## src/rtl/kd_tree_pkg.sv

```systemverilog
`default_nettype none
// ============================================================================
//  Module   : kd_tree_pkg
//  Purpose  : Shared widths, types and helpers for the k-d tree decision node.
//  Contents : ELEM_W, NUM_ELEM, default DATA_WIDTH/STORAGE_WIDTH,
//             elem_t (signed patch element), split_cfg_t {median, index},
//             pack_split() helper that builds a configuration word.
//  Revision : 1.0 - initial release
// ============================================================================
package kd_tree_pkg;

    localparam int DATA_WIDTH_DEFAULT    = 55;
    localparam int STORAGE_WIDTH_DEFAULT = 22;
    localparam int ELEM_W                = STORAGE_WIDTH_DEFAULT / 2;
    localparam int NUM_ELEM              = DATA_WIDTH_DEFAULT / ELEM_W;

    typedef logic signed [ELEM_W-1:0] elem_t;

    // Field order matches the configuration word: median in the upper half.
    typedef struct packed {
        elem_t             median;
        logic [ELEM_W-1:0] index;
    } split_cfg_t;

    function automatic split_cfg_t pack_split(input elem_t median,
                                              input logic [ELEM_W-1:0] index);
        split_cfg_t cfg;
        cfg.median = median;
        cfg.index  = index;
        return cfg;
    endfunction

endpackage
`default_nettype wire

```

## src/rtl/kd_elem_select.sv

```systemverilog
`default_nettype none
// ============================================================================
//  Module   : kd_elem_select
//  Purpose  : Combinational NUM_ELEM-way signed element multiplexer.
//  Ports    : patch        in  packed patch, element 0 at LSBs
//             index        in  element number to pick
//             elem         out selected element (most negative if out of range)
//             out_of_range out index >= NUM_ELEM
//  Revision : 1.0 - initial release
// ============================================================================
module kd_elem_select
    import kd_tree_pkg::*;
#(
    parameter int ELEM_WIDTH = ELEM_W,
    parameter int ELEM_COUNT = NUM_ELEM
) (
    input  logic [ELEM_WIDTH*ELEM_COUNT-1:0] patch,
    input  logic [ELEM_WIDTH-1:0]            index,
    output logic signed [ELEM_WIDTH-1:0]     elem,
    output logic                             out_of_range
);

    localparam logic signed [ELEM_WIDTH-1:0] C_ELEM_MIN =
        {1'b1, {(ELEM_WIDTH-1){1'b0}}};

    logic signed [ELEM_WIDTH-1:0] w_elems [ELEM_COUNT];

    generate
        for (genvar g = 0; g < ELEM_COUNT; g++) begin : g_split
            assign w_elems[g] = patch[g*ELEM_WIDTH +: ELEM_WIDTH];
        end
    endgenerate

    // The most negative default means an unmatched index naturally compares
    // below any median; the flag still lets the caller force the left route
    // when the median itself is the most negative value.
    always_comb begin
        elem         = C_ELEM_MIN;
        out_of_range = 1'b1;
        for (int i = 0; i < ELEM_COUNT; i++) begin
            if (index == ELEM_WIDTH'(i)) begin
                elem         = w_elems[i];
                out_of_range = 1'b0;
            end
        end
    end

endmodule
`default_nettype wire

```

## src/rtl/kd_tree_internal_node.sv

```systemverilog
`default_nettype none
// ============================================================================
//  Module   : kd_tree_internal_node
//  Purpose  : One decision node of a k-d tree. Holds a programmable split
//             (feature index + signed median) and routes each valid patch to
//             exactly one child, forwarding the patch through one register.
//  Ports    : clk          in  clock, rising edge
//             rst_n        in  synchronous active-low reset
//             wen          in  load split configuration from wdata
//             valid        in  patch_in carries a patch
//             wdata        in  {median (signed, upper half), index (lower half)}
//             patch_in     in  packed signed elements, element 0 at LSBs
//             patch_out    out registered copy of patch_in
//             valid_left   out registered left-child strobe
//             valid_right  out registered right-child strobe
//  Revision : 1.0 - initial release
// ============================================================================
module kd_tree_internal_node
    import kd_tree_pkg::*;
#(
    parameter int DATA_WIDTH    = DATA_WIDTH_DEFAULT,
    parameter int STORAGE_WIDTH = STORAGE_WIDTH_DEFAULT
) (
    input  logic                     clk,
    input  logic                     rst_n,
    input  logic                     wen,
    input  logic                     valid,
    input  logic [STORAGE_WIDTH-1:0] wdata,
    input  logic [DATA_WIDTH-1:0]    patch_in,
    output logic [DATA_WIDTH-1:0]    patch_out,
    output logic                     valid_left,
    output logic                     valid_right
);

    localparam int C_ELEM_W   = STORAGE_WIDTH / 2;
    localparam int C_NUM_ELEM = DATA_WIDTH / C_ELEM_W;

    logic signed [C_ELEM_W-1:0] median_q;
    logic        [C_ELEM_W-1:0] index_q;

    logic signed [C_ELEM_W-1:0] w_elem;
    logic                       w_out_of_range;
    logic                       w_go_left;

    kd_elem_select #(
        .ELEM_WIDTH (C_ELEM_W),
        .ELEM_COUNT (C_NUM_ELEM)
    ) u_elem_select (
        .patch        (patch_in[C_ELEM_W*C_NUM_ELEM-1:0]),
        .index        (index_q),
        .elem         (w_elem),
        .out_of_range (w_out_of_range)
    );

    // Equal to the median goes right. An unconfigured feature slot always
    // goes left so the patch is never lost.
    assign w_go_left = w_out_of_range | (w_elem < median_q);

    // The decision reads the current median_q/index_q, so a wen on the same
    // edge as a valid patch only affects later patches.
    always_ff @(posedge clk) begin
        if (!rst_n) begin
            median_q    <= '0;
            index_q     <= '0;
            patch_out   <= '0;
            valid_left  <= 1'b0;
            valid_right <= 1'b0;
        end else begin
            if (wen) begin
                median_q <= wdata[2*C_ELEM_W-1:C_ELEM_W];
                index_q  <= wdata[C_ELEM_W-1:0];
            end
            patch_out   <= patch_in;
            valid_left  <= valid & w_go_left;
            valid_right <= valid & ~w_go_left;
        end
    end

endmodule
`default_nettype wire

```

## config.mk

```make
export PLATFORM = sky130hd
export DESIGN_NAME = kd_tree_internal_node
export DESIGN_NICKNAME = d
export VERILOG_FILES = /design/src/rtl/kd_tree_pkg.sv /design/src/rtl/kd_elem_select.sv /design/src/rtl/kd_tree_internal_node.sv
export SDC_FILE = /design/constraint.sdc
export NUM_CORES = 1
export LEC_CHECK = 0
export CAP_MARGIN = 10
export CORE_MARGIN = 1
export CORE_UTILIZATION = 45
export CTS_CLUSTER_DIAMETER = 80
export CTS_CLUSTER_SIZE = 30
export DETAILED_ROUTE_END_ITERATION = 8
export PLACE_DENSITY_LB_ADDON = 0.1
export SYNTH_ARGS = -nofsm -noshare
export SYNTH_HDL_FRONTEND = slang
export SYNTH_SLANG_ARGS = --single-unit
```

## constraint.sdc

```tcl
create_clock -name clk -period 5.4 [get_ports clk]
set_input_delay 1.62 -clock clk [delete_from_list [all_inputs] [get_ports clk]]
set_output_delay 1.62 -clock clk [all_outputs]
set_load 0.02 [all_outputs]
```

==> run_results.csv, run 1 <==
group,metric,value,unit
cells_and_area,seq_area,1580,sq um
pwr,seqPwrFrac,47.9,%
grt,grt_use_met1,25.4,%
critical_path,r2r_cells,7,
cells_and_area,n_all_inverters,13,
pwr,pwr_density_cell,282,nW/um^2
critical_path,slowest_delay,0.48,ns
placement,routabilityCongestion,0.878,
clocking,clk_path_buf_depth,2,
critical_path,endpoint_kind,"flop",
pwr,pg_comb,0.000250,W
worst_hold_path,hold_depth,2,
cells_and_area,regMostFlops,"patch_out",
synthesis,xor_area_share,0,%
synthesis,yosys.area.top_type_share,51.5,%
grt,antenna_found_initial,0,
critical_path,crit_type,"input pin to flop",
cells_and_area,clock_tree_area_fraction,4.17,%
grt,grt_pass1_wl,12000,um
run_status,violations,"DRC",
synthesis,synthMuxAreaShare,15.2,%
grt,gr-max-usage-layer,"met2",
synthesis,top_cells_by_count,"dfxtp_1 (79), and2_1 (55), mux2i_1 (22), nor2b_1 (22)",
drt,routed_wl,7440,um
clocking,htreeDepth,3,
grt,grt_use_met3,5.11,%
critical_path,worstSetupStartpoint,"patch_in[43]",
floorplanning,taps,77,
placement,place_area,4480,sq um
final_timing,max_slew.worst_pin.slew,1.06,ns
synthesis,synthArstFlopShare,0,%
synthesis,ys_sh_simple,19.2,%
floorplanning,fp_util,47.5,%
critical_path,path_delay_family,"AND-OR/OR-AND gates",
clocking,cts-hold-fix-buffers,0,
final_timing,hold_viol,0,
critical_path,cp_common_cell,"o2111a_1",
floorplanning,coreArea,6460,sq um
synthesis,ff_type,"dfxtp_1",
synthesis,synth_cell_types,31,
synthesis,synth_flops,79,
drt,top_layer_used,"met4",
grt,grt.total_usage,22.1,%
drt,drt_iter0_drc,123,
cells_and_area,stdcell_count,483,
final_timing,fmax,0.286,GHz
synthesis,edf_count,0,
final_timing,slew_headroom,29.1,%
synthesis,netlist_area,3070,sq um
final_timing,fin_setup_tns,0,ns
synthesis,yosys_area,3070,sq um
pwr,peakVddDrop,188,uV
pwr,power.leakage,1.85,nW
clocking,cts.clk_slew.worst_paths,0.08,ns
drt,wl_met1,2990,um
cells_and_area,finalNetCount,492,
placement,place_inst,467,
grt,use_met2,39.6,%
synthesis,synth_cells,267,
critical_path,crit_chain,"clkdlybuf4s50_1 > mux4_2 > nor4_1 > a21oi_1 > ha_1 > o2111a_1 > o211ai_1 > o2111a_1",
critical_path,rr_startpoint,"index_q[0]",
critical_path,critPathLaunchType,"input pin",
synthesis,synth_top_cell_by_area,"dfxtp_1",
critical_path,crit_cells,8,
drt,post-route-drc-count,10,
cells_and_area,utilization,72.4,%
synthesis,top_logic_kind,"simple AND/OR/NAND/NOR gates",
clocking,cts_sinks,79,
floorplanning,num_io_pins,138,
grt,grt_pass1_vias,2406,
cells_and_area,comb.multi_input.count,160,
final_timing,finalHoldWorstSlack,0.522,ns
grt,grt_max_degree,81,
drt,via_per_inst,4.99,
pwr,switching_share,25.9,%
critical_path,endpoint,"valid_left",
worst_hold_path,hp-start,"median_q[5]",
synthesis,top_cell,"dfxtp_1",
clocking,cts_tree,"yes",
synthesis,syn_nets,358,
synthesis,aoi_share,6.56,%
pwr,maxPowerGroup,"registers",
clocking,post-cts-setup-buffer-count,0,
synthesis,syn_avg_cell_area,11.5,sq um
cells_and_area,top_regs,"patch_out (55), index_q (11), median_q (11)",
cells_and_area,mostFrequentLayoutCells,"clkdlybuf4s50_1 (136), dfxtp_1 (79), and2_1 (55)",
critical_path,cp_max_fo,3,
synthesis,ys_seq_share,51.5,%
critical_path,cp.required,5.64,ns
cells_and_area,seqAreaFraction,33.8,%
run_status,run_status,"finished, violations left",
clocking,root_buffer,"clkbuf_8",
critical_path,cp_num_buf_inv,1,
final_timing,rsz0062_at_grt,"false",
pwr,p_int,0.000977,W
cells_and_area,combGateArea,1380,sq um
floorplanning,die_area,7160,sq um
pwr,switchingPower,0.000341,W
cells_and_area,num-fill-cells,493,
critical_path,reg2reg_slack,2.57,ns
cells_and_area,comb_area_share,29.6,%
cells_and_area,largest_reg_flops,55,
synthesis,ys_cells,267,
grt,grt-ovfl-total,0,
drt,final_antenna_net_count,0,
synthesis,topCellsByArea,"dfxtp_1 (52%), and2_1 (11%), mux4_2 (8.1%)",
synthesis,yosysWarnings,0,
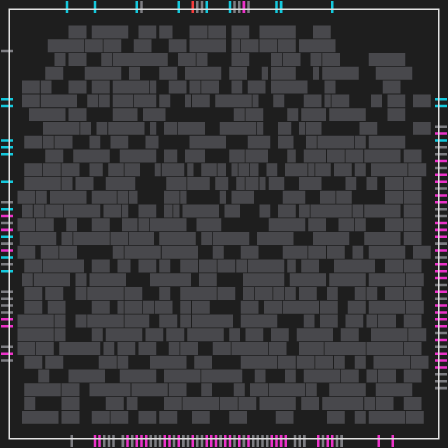
(run_1/io_placement.png)
Pins as bars across the die edge, other pins in gray.
- magenta: `patch_out` (pins 55; direction output; edge 26 bottom, 22 right, 6 left, 1 top)
- red: `valid` (pins 1; direction input; edge top)
- cyan: `wdata` (pins 22; direction input; edge 10 left, 9 top, 3 right)
- all pins by edge: 53 bottom, 41 right, 27 left, 17 top
Port Buffers: 137
Die X: 84.6 um
Die Ht: 84.6 um

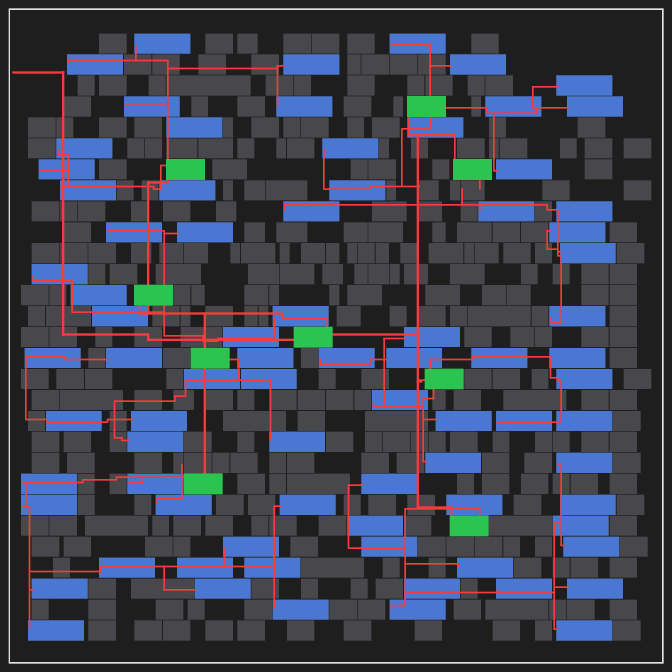
(run_1/clk_routes.png)
- green: clock drivers (count 9)
- red: clock wires (length 897 um)
- blue: flip-flops (count 79)
- routed clock nets: 10
clock skew: 0.00351 ns
Clk network pwr share: 33.1%
P_clk: 0.000436 W
Late-Pin Clk Latency: 0.34 ns

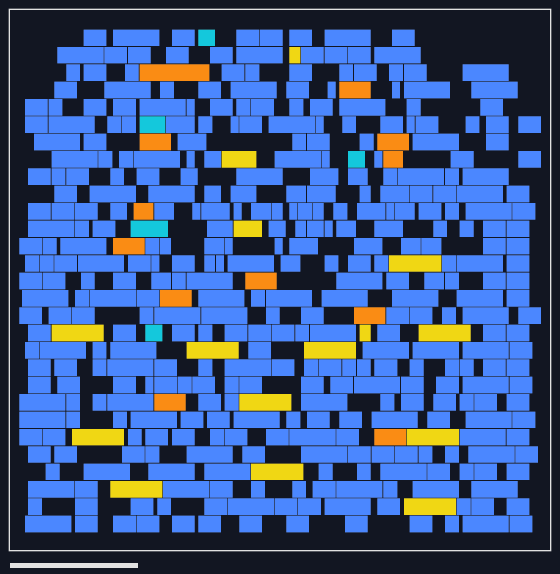
(run_1/sizes.png)
The bar under the picture is 20 um long.
- yellow: _2 cells (cells 15; share 3.7%)
- orange: _6 and larger (cells 12; share 3.0%)
- blue: _0 and _1 cells (cells 374; share 92%)
- cyan: _3 and _4 cells (cells 5; share 1.2%)
design area: 4680 sq um
Final Worst Setup Slack: 1.91 ns
bufs w/o clock: 138
synth-to-layout area growth: 52.4%

==> run 2: changes to the inputs <==
--- a/config.mk
+++ b/config.mk
@@ -7,7 +7,7 @@
 export LEC_CHECK = 0
 export CAP_MARGIN = 10
 export CORE_MARGIN = 1
-export CORE_UTILIZATION = 45
+export CORE_UTILIZATION = 37
 export CTS_CLUSTER_DIAMETER = 80
 export CTS_CLUSTER_SIZE = 30
 export DETAILED_ROUTE_END_ITERATION = 8
==> constraint.sdc (replaced) <==
create_clock -name clk -period 3 [get_ports clk]
set_input_delay 0.9 -clock clk [delete_from_list [all_inputs] [get_ports clk]]
set_output_delay 0.9 -clock clk [all_outputs]
set_load 0.02 [all_outputs]
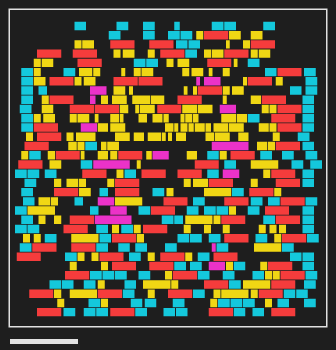
(run_2/placement_by_type.png)
The bar under the picture is 20 um long.
- yellow: combinational and other logic (cells 173)
- magenta: clock drivers and dummy loads (cells 15)
- cyan: other buffers and delay cells (cells 142)
- red: flops (cells 79)
Placeable Area: 7890 sq um
final cell utilization of the core: 60.5%

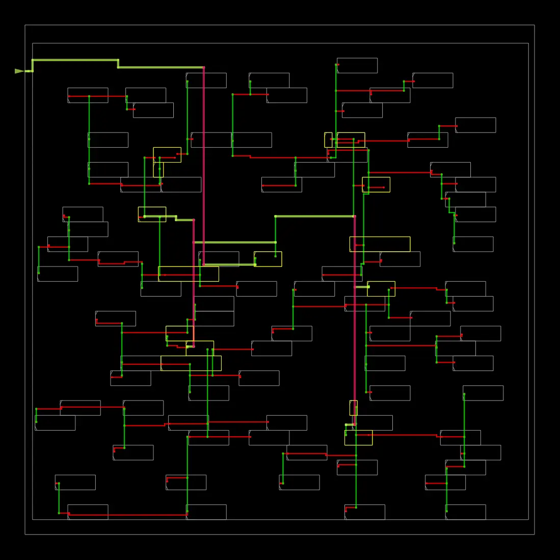
(run_2/clocks.png)
FF+latch count: 79
number of clock buffers in the layout: 11
CTS Sinks: 79
CTS buffer count: 9

==> run 2 against run 1 <==
The flow now finishes without violations. Critical path depth unchanged. Worst hold slack worse by 0.0057 ns. Sequential cell count stayed put. Worst setup slack worse by 1.7 ns. Clock-buffer cell count up 1. Sequential share of layout area is 0.66 points lower. Wire length rose by 4.2%. Synthesized cell count is the same. Non-clock buffer count rose by 4. Cell count increased by 5.8%. Die size grew 21%. Design area grew 2.0%. Critical path type unchanged.
==> run_results.csv, run 2 <==
group,metric,value,unit
final_timing,fin_ws,0.163,ns
pwr,p_clk_share,36.5,%
critical_path,worst_path_max_delay_cell,"mux4_2",
cells_and_area,n_all_inverters,13,
critical_path,crit_chain,"clkdlybuf4s50_1 > mux4_2 > a22o_1 > ha_1 > a211oi_1 > a21oi_1 > o21ai_0 > o2111a_1",
critical_path,cp_max_fo,3,
synthesis,synth_cells,267,
floorplanning,die_h,93.1,um
synthesis,top_cell,"dfxtp_1",
final_timing,fin_crit_sh,94.6,%
drt,via_per_inst,4.70,
synthesis,top_logic_kind,"simple AND/OR/NAND/NOR gates",
pwr,switching_share,23.4,%
job,cap_violations,0,
final_timing,max_slew.worst_pin.slew,0.679,ns
cells_and_area,seqAreaFraction,33.1,%
cells_and_area,lay_top_count,"clkdlybuf4s50_1",
cells_and_area,stdcell_count,511,
grt,grt_pass1_wl,12200,um
drt,top_layer_used,"met4",
drt,routed_wl,7750,um
synthesis,synth_flops,79,
critical_path,endpoint_kind,"flop",
synthesis,top_cells_by_count,"dfxtp_1 (79), and2_1 (55), mux2i_1 (22), nor2b_1 (22)",
synthesis,ys_seq_share,51.5,%
synthesis,xor_area_share,0,%
grt,grt_use_met1,22.0,%
final_timing,final-setup-viol-count,0,
synthesis,syn_avg_cell_area,11.5,sq um
pwr,switchingPower,0.000587,W
grt,grt.total_usage,18.6,%
pwr,powerSeq,0.00113,W
worst_hold_path,min_path_type,"flop to flop",
synthesis,yosys.area.top_type_share,51.5,%
cells_and_area,top_regs,"patch_out (55), index_q (11), median_q (11)",
cells_and_area,clock_tree_area_fraction,4.75,%
drt,final_antenna_net_count,0,
grt,gr-max-usage-layer,"met2",
synthesis,synth_cell_types,31,
synthesis,ff_type,"dfxtp_1",
run_status,run_status,"completed",
clocking,cts_tree,"yes",
floorplanning,taps,102,
grt,grt_pass1_vias,2362,
critical_path,r2r_cells,8,
cells_and_area,regMostFlops,"patch_out",
pwr,p_int,0.00192,W
cells_and_area,largest_class,"registers",
drt,wl_met3,433,um
cells_and_area,buf_share,29.4,%
synthesis,ys_sh_simple,19.2,%
critical_path,crit_cells,8,
cells_and_area,antennaDiodeCount,0,
critical_path,cp.required,3.29,ns
pwr,pg_comb,0.000462,W
cells_and_area,seq_area,1580,sq um
synthesis,yosysWarnings,0,
floorplanning,rows,32,
cells_and_area,comb.multi_input.count,160,
cells_and_area,layout-drive-gt1-share,8.31,%
placement,port_buffers,137,
pwr,finalPower,0.00251,W
critical_path,endpoint,"valid_left",
clocking,cts.clk_slew.worst_paths,0.08,ns
cells_and_area,largest_reg_flops,55,
final_timing,hold_viol,0,
final_timing,drv_slew,0,
cells_and_area,comb_area_share,29.0,%
drt,wl_per_cell,15.2,um
final_timing,slew_headroom,54.8,%
pwr,maxPowerGroup,"registers",
critical_path,worstSetupStartpoint,"patch_in[38]",
grt,use_met2,32.5,%
job,warning_count,26,
critical_path,critPathLaunchType,"input pin",
synthesis,synthMuxAreaShare,15.2,%
pwr,power.leakage,1.89,nW
clocking,post-cts-setup-buffer-count,0,
drt,route.met2.wl,3920,um
placement,dp_slack,-0.147,ns
critical_path,rr_startpoint,"index_q[6]",
critical_path,timing.rr.end,"valid_left",
final_timing,fmax,0.353,GHz
final_timing,rsz0062_at_grt,"false",
cells_and_area,finalNetCount,496,
synthesis,topCellsByArea,"dfxtp_1 (52%), and2_1 (11%), mux4_2 (8.1%)",
floorplanning,die_area,8670,sq um
final_timing,finalHoldWorstSlack,0.516,ns
critical_path,reg2reg_slack,0.38,ns
worst_hold_path,hp-start,"median_q[10]",
placement,dp_hpwl,5910,um
synthesis,syn_nets,358,
drt,wl_met1,3260,um
synthesis,yosys_area,3070,sq um
synthesis,edf_count,0,
critical_path,cp_num_buf_inv,1,
clocking,htreeDepth,3,
final_timing,period_needed,2.84,ns
drt,drt_pass1_iterations,5,
cells_and_area,mostFrequentLayoutCells,"clkdlybuf4s50_1 (136), dfxtp_1 (79), and2_1 (55)",
floorplanning,die_x,93.1,um
floorplanning,num_io_pins,138,
clocking,clk_path_buf_depth,2,
clocking,insertion_delay,0.34,ns
cells_and_area,final_area,4770,sq um
cells_and_area,syn_to_final_growth,55.4,%
worst_hold_path,hold_depth,2,
synthesis,synthArstFlopShare,0,%
critical_path,slowest_delay,0.48,ns
final_timing,finalClockSkew,0.0107,ns
cells_and_area,num-fill-cells,681,
synthesis,synth_top_cell_by_area,"dfxtp_1",
drt,drt_iter0_drc,50,
synthesis,aoi_share,6.56,%
worst_hold_path,holdPathEnd,"median_q[10]",
final_timing,fin_setup_tns,0,ns
placement,place_inst,496,
grt,antenna_found_initial,0,
cells_and_area,combGateArea,1380,sq um
grt,grt_max_degree,49,
grt,grt_use_met3,4.31,%
clocking,cts-hold-fix-buffers,0,
cells_and_area,n_all_buffers,142,
synthesis,ys_cells,267,
drt,post-route-drc-count,0,
floorplanning,fp_util,38.9,%
synthesis,netlist_area,3070,sq um
pwr,seqPwrFrac,45.1,%
pwr,peakVddDrop,257,uV
placement,place_area,4540,sq um
pwr,p_comb_share,18.4,%
critical_path,path_delay_family,"AND-OR/OR-AND gates",
critical_path,crit_type,"input pin to flop",
drt,num_vias,2400,
placement,routabilityCongestion,0.830,
grt,grt-ovfl-total,0,
pwr,p_clk,0.000916,W
pwr,pwr_density_cell,526,nW/um^2
clocking,root_buffer,"clkbuf_8",
No activity file was given, so power comes from the tool's default toggle rates.
